## config.mk

```make
export PLATFORM = sky130hd
export DESIGN_NAME = sklansky_sum_stage_flat
export DESIGN_NICKNAME = d
export VERILOG_FILES = /design/src/rtl/sklansky_sum_stage_if.sv /design/src/rtl/sklansky_sum_stage.sv /design/src/flat_wrapper.sv
export SDC_FILE = /design/constraint.sdc
export NUM_CORES = 1
export LEC_CHECK = 0
export ABC_AREA = 1
export CORE_ASPECT_RATIO = 0.7
export CORE_MARGIN = 3
export CORE_UTILIZATION = 54
export CTS_BUF_LIST = sky130_fd_sc_hd__clkbuf_4
export DETAILED_ROUTE_END_ITERATION = 7
export PLACE_DENSITY = 0.95
export REMOVE_ABC_BUFFERS = 1
export SYNTH_ARGS = -nofsm -noshare
export SYNTH_HDL_FRONTEND = slang
export SYNTH_SLANG_ARGS = --single-unit
export TNS_END_PERCENT = 30
```

## constraint.sdc

```tcl
create_clock -name clk -period 3.1 [get_ports clk]
set_clock_uncertainty 0.2 [all_clocks]
set_input_delay 0.31 -clock clk [delete_from_list [all_inputs] [get_ports clk]]
set_output_delay 0.31 -clock clk [all_outputs]
set_load 0.01 [all_outputs]
```

## src/rtl/sklansky_sum_stage_if.sv

```systemverilog
// Handshake and data bundle for the Sklansky sum stage: upstream PG input, downstream result.
// The ovf wire exists only when SUM_OVF_EN is defined.
interface sklansky_sum_stage_if #(
    parameter int WIDTH = 16
);
    logic             in_valid;
    logic             in_ready;
    logic [WIDTH:0]   p_in;
    logic [WIDTH:0]   gi_in;
    logic             out_valid;
    logic             out_ready;
    logic [WIDTH-1:0] sum;
    logic             cout;
`ifdef SUM_OVF_EN
    logic             ovf;
`endif

    // Upstream producer and downstream consumer together, as seen from outside the stage
    modport master (
        output in_valid,
        output p_in,
        output gi_in,
        output out_ready,
        input  in_ready,
        input  out_valid,
        input  sum,
`ifdef SUM_OVF_EN
        input  ovf,
`endif
        input  cout
    );

    // The stage itself
    modport slave (
        input  in_valid,
        input  p_in,
        input  gi_in,
        input  out_ready,
        output in_ready,
        output out_valid,
        output sum,
`ifdef SUM_OVF_EN
        output ovf,
`endif
        output cout
    );
endinterface

```

## src/rtl/sklansky_sum_stage.sv

```systemverilog
// Final sum stage of a Sklansky prefix adder with a 2-entry (main + skid) output buffer.
// Optional signed-overflow output enabled by defining SUM_OVF_EN.
module sklansky_sum_stage #(
    parameter int WIDTH = 16
) (
    input  logic                  clk,
    input  logic                  rst_n,
    sklansky_sum_stage_if.slave   bus
);

`ifdef SUM_OVF_EN
    localparam int ENTRY_W = WIDTH + 2;
`else
    localparam int ENTRY_W = WIDTH + 1;
`endif

    typedef enum logic [1:0] {
        ST_EMPTY = 2'd0,
        ST_ONE   = 2'd1,
        ST_FULL  = 2'd2
    } state_t;

    state_t               state_reg;
    logic                 in_ready_reg;
    logic                 out_valid_reg;
    logic [ENTRY_W-1:0]   main_reg;
    logic [ENTRY_W-1:0]   skid_reg;

    logic [WIDTH-1:0]     new_sum;
    logic [ENTRY_W-1:0]   new_entry;
    logic                 accept;
    logic                 drain;
    logic                 unused_p0;

    // Bit 0 of p_in is the carry-in slot; the carry itself arrives through gi_in[0]
    assign unused_p0 = bus.p_in[0];

    generate
        for (genvar gi = 0; gi < WIDTH; gi++) begin : g_sum
            assign new_sum[gi] = bus.p_in[gi+1] ^ bus.gi_in[gi];
        end
    endgenerate

`ifdef SUM_OVF_EN
    assign new_entry = {bus.gi_in[WIDTH] ^ bus.gi_in[WIDTH-1], bus.gi_in[WIDTH], new_sum};
`else
    assign new_entry = {bus.gi_in[WIDTH], new_sum};
`endif

    assign accept = bus.in_valid & in_ready_reg;
    assign drain  = out_valid_reg & bus.out_ready;

    always_ff @(posedge clk or negedge rst_n) begin
        if (!rst_n) begin
            state_reg     <= ST_EMPTY;
            in_ready_reg  <= 1'b0;
            out_valid_reg <= 1'b0;
            main_reg      <= '0;
            skid_reg      <= '0;
        end else begin
            case (state_reg)
                ST_EMPTY: begin
                    in_ready_reg <= 1'b1;
                    if (accept) begin
                        main_reg      <= new_entry;
                        state_reg     <= ST_ONE;
                        out_valid_reg <= 1'b1;
                    end else begin
                        out_valid_reg <= 1'b0;
                    end
                end
                ST_ONE: begin
                    case ({accept, drain})
                        2'b10: begin
                            skid_reg      <= new_entry;
                            state_reg     <= ST_FULL;
                            in_ready_reg  <= 1'b0;
                            out_valid_reg <= 1'b1;
                        end
                        2'b01: begin
                            state_reg     <= ST_EMPTY;
                            in_ready_reg  <= 1'b1;
                            out_valid_reg <= 1'b0;
                        end
                        2'b11: begin
                            main_reg      <= new_entry;
                            in_ready_reg  <= 1'b1;
                            out_valid_reg <= 1'b1;
                        end
                        default: begin
                            in_ready_reg  <= 1'b1;
                            out_valid_reg <= 1'b1;
                        end
                    endcase
                end
                ST_FULL: begin
                    // in_ready is low here, so only a drain can move the state
                    out_valid_reg <= 1'b1;
                    if (drain) begin
                        main_reg     <= skid_reg;
                        state_reg    <= ST_ONE;
                        in_ready_reg <= 1'b1;
                    end else begin
                        in_ready_reg <= 1'b0;
                    end
                end
                default: begin
                    state_reg     <= ST_EMPTY;
                    in_ready_reg  <= 1'b1;
                    out_valid_reg <= 1'b0;
                end
            endcase
        end
    end

    assign bus.in_ready  = in_ready_reg;
    assign bus.out_valid = out_valid_reg;
    assign bus.sum       = main_reg[WIDTH-1:0];
    assign bus.cout      = main_reg[WIDTH];
`ifdef SUM_OVF_EN
    assign bus.ovf       = main_reg[WIDTH+1];
`endif

endmodule

```

## src/flat_wrapper.sv

```systemverilog
// flat-port wrapper written by rule: the top's interface ports become plain ports
module sklansky_sum_stage_flat 
#(
    parameter int WIDTH = 16
)
  (clk, rst_n, bus_in_valid, bus_p_in, bus_gi_in, bus_out_ready, bus_in_ready, bus_out_valid, bus_sum, bus_cout);
  sklansky_sum_stage_if #(.WIDTH(WIDTH)) bus_i ();
  input  logic clk;
  input  logic rst_n;
  input wire logic [$bits(bus_i.in_valid)-1:0] bus_in_valid;
  input wire logic [$bits(bus_i.p_in)-1:0] bus_p_in;
  input wire logic [$bits(bus_i.gi_in)-1:0] bus_gi_in;
  input wire logic [$bits(bus_i.out_ready)-1:0] bus_out_ready;
  output wire logic [$bits(bus_i.in_ready)-1:0] bus_in_ready;
  output wire logic [$bits(bus_i.out_valid)-1:0] bus_out_valid;
  output wire logic [$bits(bus_i.sum)-1:0] bus_sum;
  output wire logic [$bits(bus_i.cout)-1:0] bus_cout;
  assign bus_i.in_valid = bus_in_valid;
  assign bus_i.p_in = bus_p_in;
  assign bus_i.gi_in = bus_gi_in;
  assign bus_i.out_ready = bus_out_ready;
  assign bus_in_ready = bus_i.in_ready;
  assign bus_out_valid = bus_i.out_valid;
  assign bus_sum = bus_i.sum;
  assign bus_cout = bus_i.cout;
  sklansky_sum_stage #(.WIDTH(WIDTH)) u_core (.clk(clk), .rst_n(rst_n), .bus(bus_i));
endmodule
```

layer_met3.png
Drawn at 3 px/micron. Cells faint in the background.
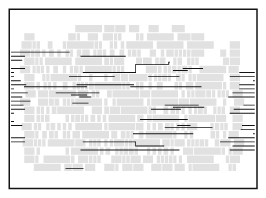
nets with wire on the layer	52
wire length on this layer	505 microns
longest straight run	32.7 microns
total wire length: 5.06 mm
Vias: 2070
met3 Usage GRT: 5.17%

wires.png
Drawn at 3 px/micron.
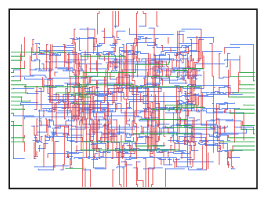
layer	colour	wire length
metal 3	green	505 microns
metal 1	blue	2130 microns
metal 4	orange	40.1 microns
metal 2	red	2380 microns
total global-route track usage: 23.2%
wire per inst: 12.3 microns

clk_routes.png
Drawn at 4 px/micron.
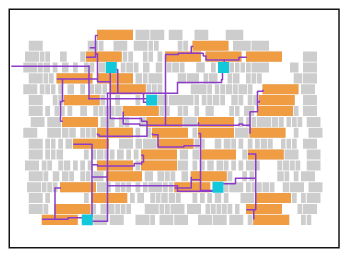
[clock wires] purple | length: 475 microns
[flip-flops] orange | count: 38
[clock drivers] cyan | count: 5
routed clock nets	6
Clock Latency Late Sink: 0.36 ns
Clock power frac: 10.3%

congestion.png
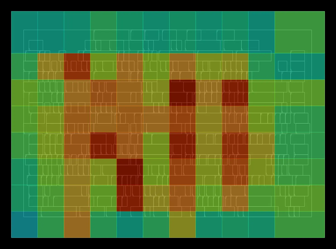
layer with the highest usage: met2
final core utilization: 76.1%
met1 Usage GRT: 30.0%
grt met2 use: 37.5%

flops_by_reg.png
Drawn at 3 px/micron. Other sequential cells in the stronger grey, the rest of the logic in the fainter grey.
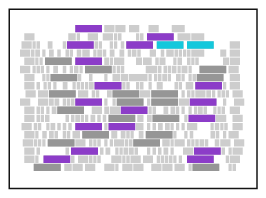
signal	colour	flops
u_core.state_reg	cyan	2
u_core.main_reg	purple	17
flop share of the area: 33.8%
Seq group: 901 uW
Register Area: 951 sq um

==> results_dict.tcl <==
# yosys + openroad results
set metrics [dict create \
    outcome "finished, final reports clean" \
    ys_area_sq_um 2190 \
    maxSlewViolCount 0 \
    ys_sh_adder_pct 2.29 \
    p_int_mw 1.43 \
    finalHoldViolations 0 \
    tightest_slew_ns 0.800 \
    drt_iter0_markers 149 \
    ios 57 \
    cts.path.max_buffers 2 \
    fillers 292 \
    layout_top_cells "nand2_1, clkdlybuf4s50_1, dfrtp_1, inv_1, nand3_1" \
    xor_share_pct 0 \
    required_ns 3.14 \
    cts_root_buffer "clkbuf_4" \
    dominant_cells "multi-input combinational cells" \
    buffers 58 \
    logic_area_sq_um 1020 \
    bufAreaShareNonClock_pct 20.3 \
    worstHoldEndpoint "u_core.main_reg[11]" \
    fin_crit_sh_pct 68.2 \
    maxUsedRoutingLayer "met4" \
    dp_hpwl_mm 3.74 \
    async_flop_share_pct 100 \
    cts_tree "done" \
    area_leaders "dfrtp_1, nand2_1, inv_1" \
    clock_cell_area_share_pct 1.87 \
    dpl_worst_slack_ns 1.03 \
    grt-ovfl-total 0 \
    netlist_instances 306 \
    yosysWarnings 0 \
    inverters 42 \
    wl_met2_mm 2.38 \
    hold_start "u_core.main_reg[11]" \
    peakVddDrop_mv 0.486 \
    ys_sh_aoi_pct 5.32 \
    wirelength_met1_mm 2.13 \
    fp.dieH_microns 59.3 \
    stdcell_area_sq_um 2810 \
    flop_cell "dfrtp_1" \
    r2r_slack_ns 0.99 \
    ys_sh_simple_pct 38.8 \
    flop-count 38 \
    reg2reg_from "u_core.state_reg[0]" \
    final_common_cell "nand2_1" \
    h-tree-depth 2 \
]
worst max-delay path, cell delays in order (launching register included):
cell     delay (ns)
dfrtp_1        0.44
inv_1          0.10
ha_1           0.48
buf_4          0.28
inv_2          0.17
nand3_1        0.13
nand2_1        0.07
nand3_2        0.07
nand2_1        0.06
power by group through the flow:
stage | combinational (mW) | sequential, mW | clock, mW
floorplan | 0.803 | 0.936 | 0
global placement | 1.33 | 0.896 | 0
detailed placement | 1.39 | 0.906 | 0
CTS | 1.39 | 0.900 | 0.266
global route | 1.56 | 0.933 | 0.287
finish | 1.38 | 0.901 | 0.262
timing repair:
item / in CTS / in global routing
hold endpoints to repair: 38 / 0
resized: 0 / 0
hold buffers: 1 / 0
Power is estimated from default activity; no workload was simulated.
